Fig. 1: gate families picked out
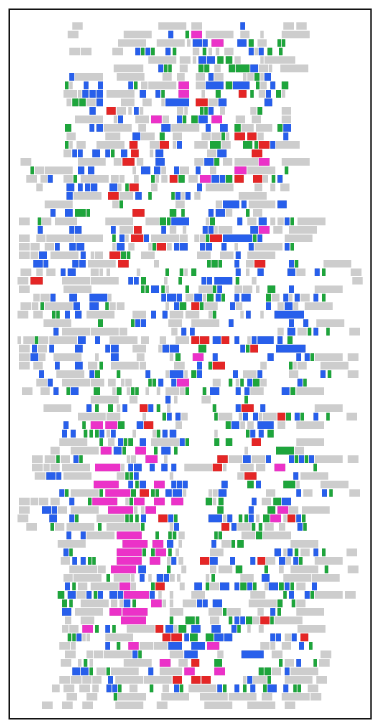
Fig. 2: congestion heat map
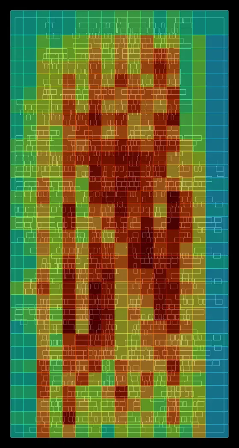
Fig. 3: the metal 4 layer
Scale bar: 20 um.
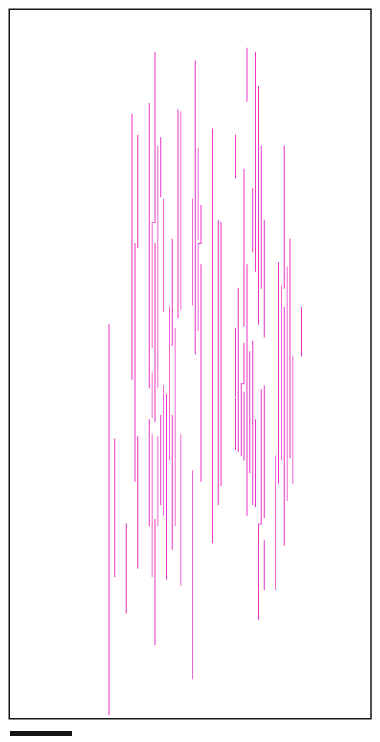
`src/rtl/multiplicador_iterativo_pkg.sv`:
```
// Shared ALU package for the Execute stage.
// Holds the multiplier FSM state type, the default ALU datapath width and
// a helper that sizes the iteration counter for a given operand width.
package multiplicador_iterativo_pkg;

    // Default operand/result width of the vector ALU lanes.
    localparam int ALU_WIDTH = 19;

    // Iterative multiplier sequencing states.
    typedef enum logic [1:0] {
        IDLE = 2'd0,
        RUN  = 2'd1,
        FIX  = 2'd2
    } mul_state_t;

    // Counter width able to index every multiplier bit position 0..n-1.
    function automatic int cnt_width(input int n);
        return (n > 1) ? $clog2(n) : 1;
    endfunction

endpackage

```
`src/rtl/multiplicador_iterativo_if.sv`:
```
// Handshake/data bundle between the Execute stage and one multiplier lane.
// master (Execute stage): drives start, A, B; observes busy, done, out,
//                         overflow, car.
// slave  (multiplier):    the reverse directions.
interface multiplicador_iterativo_if
    import multiplicador_iterativo_pkg::*;
    #(parameter int n = ALU_WIDTH);

    logic                start;
    logic signed [n-1:0] A;
    logic signed [n-1:0] B;
    logic                busy;
    logic                done;
    logic        [n-1:0] out;
    logic                overflow;
    logic                car;

    modport master (
        output start, A, B,
        input  busy, done, out, overflow, car
    );

    modport slave (
        input  start, A, B,
        output busy, done, out, overflow, car
    );

endinterface

```
`src/rtl/multiplicador_iterativo.sv`:
```
// Multi-cycle signed multiplier for one Execute-stage ALU lane.
// Radix-2 shift-add over operand magnitudes with a final sign fix-up.
// Ports:
//   clk  - rising-edge clock
//   rst  - asynchronous active-high reset (aborts any multiply in flight)
//   bus  - slave side of multiplicador_iterativo_if:
//          start/A/B in; busy, done (1-cycle pulse), out (low n bits of
//          A*B), overflow (signed product does not fit in n bits), car (0).
// Timing: start accepted on edge E0 -> busy high for cycles E0+1..E0+n+1,
// done high in cycle E0+n+1, next start accepted in cycle E0+n+2.
module multiplicador_iterativo
    import multiplicador_iterativo_pkg::*;
    #(parameter int n = ALU_WIDTH)
    (
        input  logic                      clk,
        input  logic                      rst,
        multiplicador_iterativo_if.slave  bus
    );

    localparam int CW = cnt_width(n);
    localparam int W2 = 2 * n;

    // Two's-complement magnitude; -2^(n-1) maps to 2^(n-1), which fits in
    // the n-bit unsigned result, so no special case is needed.
    function automatic logic [n-1:0] magnitude(input logic [n-1:0] v);
        if (v[n-1]) begin
            return (~v) + n'(1);
        end else begin
            return v;
        end
    endfunction

    mul_state_t      state_r, state_s;
    logic [n-1:0]    mag_a_r, mag_a_s;
    logic [n-1:0]    mag_b_r, mag_b_s;
    logic [W2-1:0]   acc_r,   acc_s;
    logic [CW-1:0]   cnt_r,   cnt_s;
    logic            sign_r,  sign_s;
    logic [n-1:0]    out_r,   out_s;
    logic            ovf_r,   ovf_s;
    logic            busy_r,  busy_s;
    logic            done_r,  done_s;
    logic [W2-1:0]   acc_step_s;
    logic [W2-1:0]   prod_s;
    logic [n:0]      prod_top_s;

    // FSM state register.
    always_ff @(posedge clk or posedge rst) begin
        if (rst) begin
            state_r <= IDLE;
        end else begin
            state_r <= state_s;
        end
    end

    // Next-state and datapath next-value logic.
    // The result is formed from the final accumulator value on the last RUN
    // edge so out/overflow are already registered during the FIX (done)
    // cycle.
    always_comb begin
        state_s    = state_r;
        mag_a_s    = mag_a_r;
        mag_b_s    = mag_b_r;
        acc_s      = acc_r;
        cnt_s      = cnt_r;
        sign_s     = sign_r;
        out_s      = out_r;
        ovf_s      = ovf_r;
        busy_s     = busy_r;
        done_s     = 1'b0;
        acc_step_s = acc_r;
        prod_s     = acc_r;
        prod_top_s = prod_s[W2-1:n-1];

        case (state_r)
            IDLE: begin
                if (bus.start) begin
                    mag_a_s = magnitude(bus.A);
                    mag_b_s = magnitude(bus.B);
                    sign_s  = bus.A[n-1] ^ bus.B[n-1];
                    acc_s   = {W2{1'b0}};
                    cnt_s   = {CW{1'b0}};
                    busy_s  = 1'b1;
                    state_s = RUN;
                end else begin
                    busy_s  = 1'b0;
                    state_s = IDLE;
                end
            end

            RUN: begin
                if (mag_b_r[0]) begin
                    acc_step_s = acc_r + ({{n{1'b0}}, mag_a_r} << cnt_r);
                end else begin
                    acc_step_s = acc_r;
                end
                acc_s   = acc_step_s;
                mag_b_s = mag_b_r >> 1;
                cnt_s   = cnt_r + CW'(1);

                if (cnt_r == CW'(n - 1)) begin
                    // Sign fix-up; negating zero yields zero, so a zero
                    // product never flags overflow.
                    if (sign_r) begin
                        prod_s = (~acc_step_s) + W2'(1);
                    end else begin
                        prod_s = acc_step_s;
                    end
                    // Fits in n bits only if bits 2n-1..n-1 are all equal.
                    prod_top_s = prod_s[W2-1:n-1];
                    out_s      = prod_s[n-1:0];
                    ovf_s      = ~((&prod_top_s) | (~|prod_top_s));
                    done_s     = 1'b1;
                    state_s    = FIX;
                end else begin
                    state_s    = RUN;
                end
            end

            FIX: begin
                busy_s  = 1'b0;
                state_s = IDLE;
            end

            default: begin
                busy_s  = 1'b0;
                state_s = IDLE;
            end
        endcase
    end

    // Datapath and output registers.
    always_ff @(posedge clk or posedge rst) begin
        if (rst) begin
            mag_a_r <= {n{1'b0}};
            mag_b_r <= {n{1'b0}};
            acc_r   <= {W2{1'b0}};
            cnt_r   <= {CW{1'b0}};
            sign_r  <= 1'b0;
            out_r   <= {n{1'b0}};
            ovf_r   <= 1'b0;
            busy_r  <= 1'b0;
            done_r  <= 1'b0;
        end else begin
            mag_a_r <= mag_a_s;
            mag_b_r <= mag_b_s;
            acc_r   <= acc_s;
            cnt_r   <= cnt_s;
            sign_r  <= sign_s;
            out_r   <= out_s;
            ovf_r   <= ovf_s;
            busy_r  <= busy_s;
            done_r  <= done_s;
        end
    end

    assign bus.busy     = busy_r;
    assign bus.done     = done_r;
    assign bus.out      = out_r;
    assign bus.overflow = ovf_r;
    assign bus.car      = 1'b0;

endmodule

```
`src/flat_wrapper.sv`:
```
// flat-port wrapper written by rule: the top's interface ports become plain ports
module multiplicador_iterativo_flat import multiplicador_iterativo_pkg::*;
#(parameter int n = ALU_WIDTH)
  (clk, rst, bus_start, bus_A, bus_B, bus_busy, bus_done, bus_out, bus_overflow, bus_car);
  multiplicador_iterativo_if #(.n(n)) bus_i ();
  input  logic clk;
  input  logic rst;
  input wire logic [$bits(bus_i.start)-1:0] bus_start;
  input wire logic [$bits(bus_i.A)-1:0] bus_A;
  input wire logic [$bits(bus_i.B)-1:0] bus_B;
  output wire logic [$bits(bus_i.busy)-1:0] bus_busy;
  output wire logic [$bits(bus_i.done)-1:0] bus_done;
  output wire logic [$bits(bus_i.out)-1:0] bus_out;
  output wire logic [$bits(bus_i.overflow)-1:0] bus_overflow;
  output wire logic [$bits(bus_i.car)-1:0] bus_car;
  assign bus_i.start = bus_start;
  assign bus_i.A = bus_A;
  assign bus_i.B = bus_B;
  assign bus_busy = bus_i.busy;
  assign bus_done = bus_i.done;
  assign bus_out = bus_i.out;
  assign bus_overflow = bus_i.overflow;
  assign bus_car = bus_i.car;
  multiplicador_iterativo #(.n(n)) u_core (.clk(clk), .rst(rst), .bus(bus_i));
endmodule
```
`config.mk`:
```
export PLATFORM = sky130hd
export DESIGN_NAME = multiplicador_iterativo_flat
export DESIGN_NICKNAME = d
export VERILOG_FILES = /design/src/rtl/multiplicador_iterativo_pkg.sv /design/src/rtl/multiplicador_iterativo_if.sv /design/src/rtl/multiplicador_iterativo.sv /design/src/flat_wrapper.sv
export SDC_FILE = /design/constraint.sdc
export NUM_CORES = 1
export LEC_CHECK = 0
export CAP_MARGIN = 40
export CORE_ASPECT_RATIO = 2
export CORE_MARGIN = 2
export CORE_UTILIZATION = 41
export DETAILED_ROUTE_END_ITERATION = 8
export PLACE_DENSITY = 0.69
export SYNTH_ARGS = -nofsm -noshare
export SYNTH_HDL_FRONTEND = slang
export SYNTH_SLANG_ARGS = --single-unit
```
`constraint.sdc`:
```
create_clock -name clk -period 7.1 [get_ports clk]
set_input_delay 1.775 -clock clk [delete_from_list [all_inputs] [get_ports clk]]
set_output_delay 1.775 -clock clk [all_outputs]
set_load 0.02 [all_outputs]
```
==> datasheet_impl.txt <==
Physical implementation characteristics

Parameter                              Value

Final timing
  Setup slack of the critical path after layout .................. 849.6 ps
  Slew Limit Headroom .................. between 40% and 50%
  Final cycle utilization of the critical path .................. around nine tenths
  Worst Tran Pin Value .................. roughly 850 ps

Global routing
  First-pass GRT wire length .................. around 53000 um
  Residual overflow from global routing .................. 0

Cells and area
  Flop area .................. between 0.002 and 0.003 mm2
  Leading cell types in the layout, fill and taps excluded .................. sky130_fd_sc_hd__nand2_1, sky130_fd_sc_hd__o21ai_0, sky130_fd_sc_hd__dfrtp_1
  Comb. cell area .................. approximately 0.0071 mm2
  Final-stage net count .................. ~1400
  Share of layout cells above drive strength 1 .................. 8.993%
  Most common cell after layout, fill and taps aside .................. sky130_fd_sc_hd__nand2_1

Hold path
  Worst hold path stage count .................. 2

Die
  Width of the die .................. between 100 and 150 um
  Number of placement rows .................. slightly above 80
  Chip Area .................. between 0.02 and 0.03 mm2

Setup path
  Standard cell with the maximum stage delay on the critical path .................. sky130_fd_sc_hd__dfrtp_1
  Type of destination of the critical path .................. flop
  Biggest cell delay along the critical path .................. ~700 ps
  CP arrival .................. roughly 6500 ps

Clock tree
  Clock tree root driver cell .................. sky130_fd_sc_hd__clkbuf_16
  Number of sinks handled by clock tree synthesis .................. between 100 and 150
  Setup Buffers After CTS .................. 0
  Number of CTS-inserted buffers .................. 9
  Largest buffer count on any clock path .................. 2
  Number of gates resized after cts .................. 0
  Number of buffers added to fix hold violations after cts .................. 0
  Clock insertion delay at the later pin of the skew report .................. around 380 ps

Logic synthesis
  Total of warnings raised by yosys .................. 0
  Floorplan Nets .................. between 1000 and 1500
  Post-synth tally of flip-flops with integrated enable .................. 0
  Fraction of synthesized cell area taken by the top area cell type .................. between 20% and 30%
  Number of cell instances after yosys synthesis .................. 1280

Drt
  Post-route ant nets .................. 0
  Drt drc .................. 0

Outcome
  Outcome .................. complete, no violations
## Picture notes: Fig. 1
- red: non-inverting ao/oa cells (cells 55; most used a21o_1)
- blue: aoi and oai cells (cells 367; most used o21ai_0)
- magenta: mux cells (cells 50; most used mux2i_1)
- green: nand cells (cells 276; most used nand2_1)

## Picture notes: Fig. 2
M1 GR Usage: 25.76%
post-detailed-route wirelength per cell: 20.52 um
met2 track utilization from global routing: 47.88%
final core utilization: 46.74%
global routing usage on met3: 3.154%

## Picture notes: Fig. 3
- nets with wire on the layer: 61
- share of all routed wire: 10%
- longest straight run: 133 um
total wire length: 33510 um
total vias in the final route: 10080

[critical path: cells and delay by family (launching register included)]
family,cells,cell delay (ps)
xor+xnor,1,250
fa+ha+maj,1,460
flops,1,700
mux,2,840
compound gates,8,2270
simple gates,9,1610
[path summary, 6_finish.rpt]
path | start | end | slack [ps]
worst min register to register | u_core.bus.out[17]$_DFFE_PP0P_ | u_core.bus.out[17]$_DFFE_PP0P_ | 480
worst max-delay path | u_core.cnt_r[1]$_DFFE_PP0P_ | u_core.bus.overflow$_DFFE_PP0P_ | 850
worst max register to register | u_core.cnt_r[1]$_DFFE_PP0P_ | u_core.bus.overflow$_DFFE_PP0P_ | 850
max in group asynchronous | rst | u_core.acc_r[21]$_DFFE_PP0P_ | 4130
worst min-delay path | u_core.bus.out[17]$_DFFE_PP0P_ | u_core.bus.out[17]$_DFFE_PP0P_ | 480
min in group asynchronous | rst | u_core.mag_a_r[0]$_DFFE_PP0P_ | 1870
[flip-flops by register name, summed over array words and instances, names as in the netlist, 2 cells and up]
name            cells
u_core.acc_r       38
u_core.cnt_r        5
u_core.state_r      2
u_core.mag_b_r     19
u_core.mag_a_r     19
u_core.bus.out     19
[cells by family after synthesis]
logic type,after synthesis,synth area share [%]
XOR/XNOR,80,6.885
flip-flops,106,26.06
adder cells (fa/ha/maj),44,5.459
other,1,0.03685
AND-OR/OR-AND,422,27.72
buffers and inverters,104,4.180
AND/OR/NAND/NOR,473,23.03
multiplexers,50,6.627
[synthesized netlist by cell type (28+ instances only)]
cell,number
sky130_fd_sc_hd__mux2i_1,28
sky130_fd_sc_hd__ha_1,42
sky130_fd_sc_hd__dfrtp_1,106
sky130_fd_sc_hd__xor2_1,46
sky130_fd_sc_hd__xnor2_1,34
sky130_fd_sc_hd__nand3_1,35
sky130_fd_sc_hd__a21oi_1,82
sky130_fd_sc_hd__nor2_1,87
sky130_fd_sc_hd__nand2_1,194
sky130_fd_sc_hd__o21ai_0,141
sky130_fd_sc_hd__o22ai_1,28
sky130_fd_sc_hd__clkbuf_1,57
[metrics by stage]
stage | util [%] | cell area, um2 | hold WS [ps]
2_1_floorplan | - | 10180 | 450.2
3_3_place_gp | 45.19 | 11040 | 462.0
3_5_place_dp | 45.44 | 11100 | 469.6
4_1_cts | 46.72 | 11410 | 485.9
5_1_grt | 46.74 | 11420 | 501.7
6_report | 46.74 | 11420 | 476.8
[area by class of cell]
type / count / area share [%]
timing repair buffer: 84 / 7.211
clock buffer: 11 / 2.214
multi-input combinational: 1070 / 62.32
inverter: 25 / 0.8438
tap: 332 / 3.638
sequential: 106 / 23.24
clock inverter: 5 / 0.5260
[routing by layer]
| metal | GRT usage [%] | up-vias | share of wire (%) |
|---|---|---|---|
| met5 | 0 | - | 0 |
| met2 | 47.88 | 342 | 52 |
| met3 | 3.154 | 144 | 3.5 |
| li1 | - | 4791 | - |
| met4 | 23.63 | 0 | 10 |
| met1 | 25.76 | 4803 | 34 |
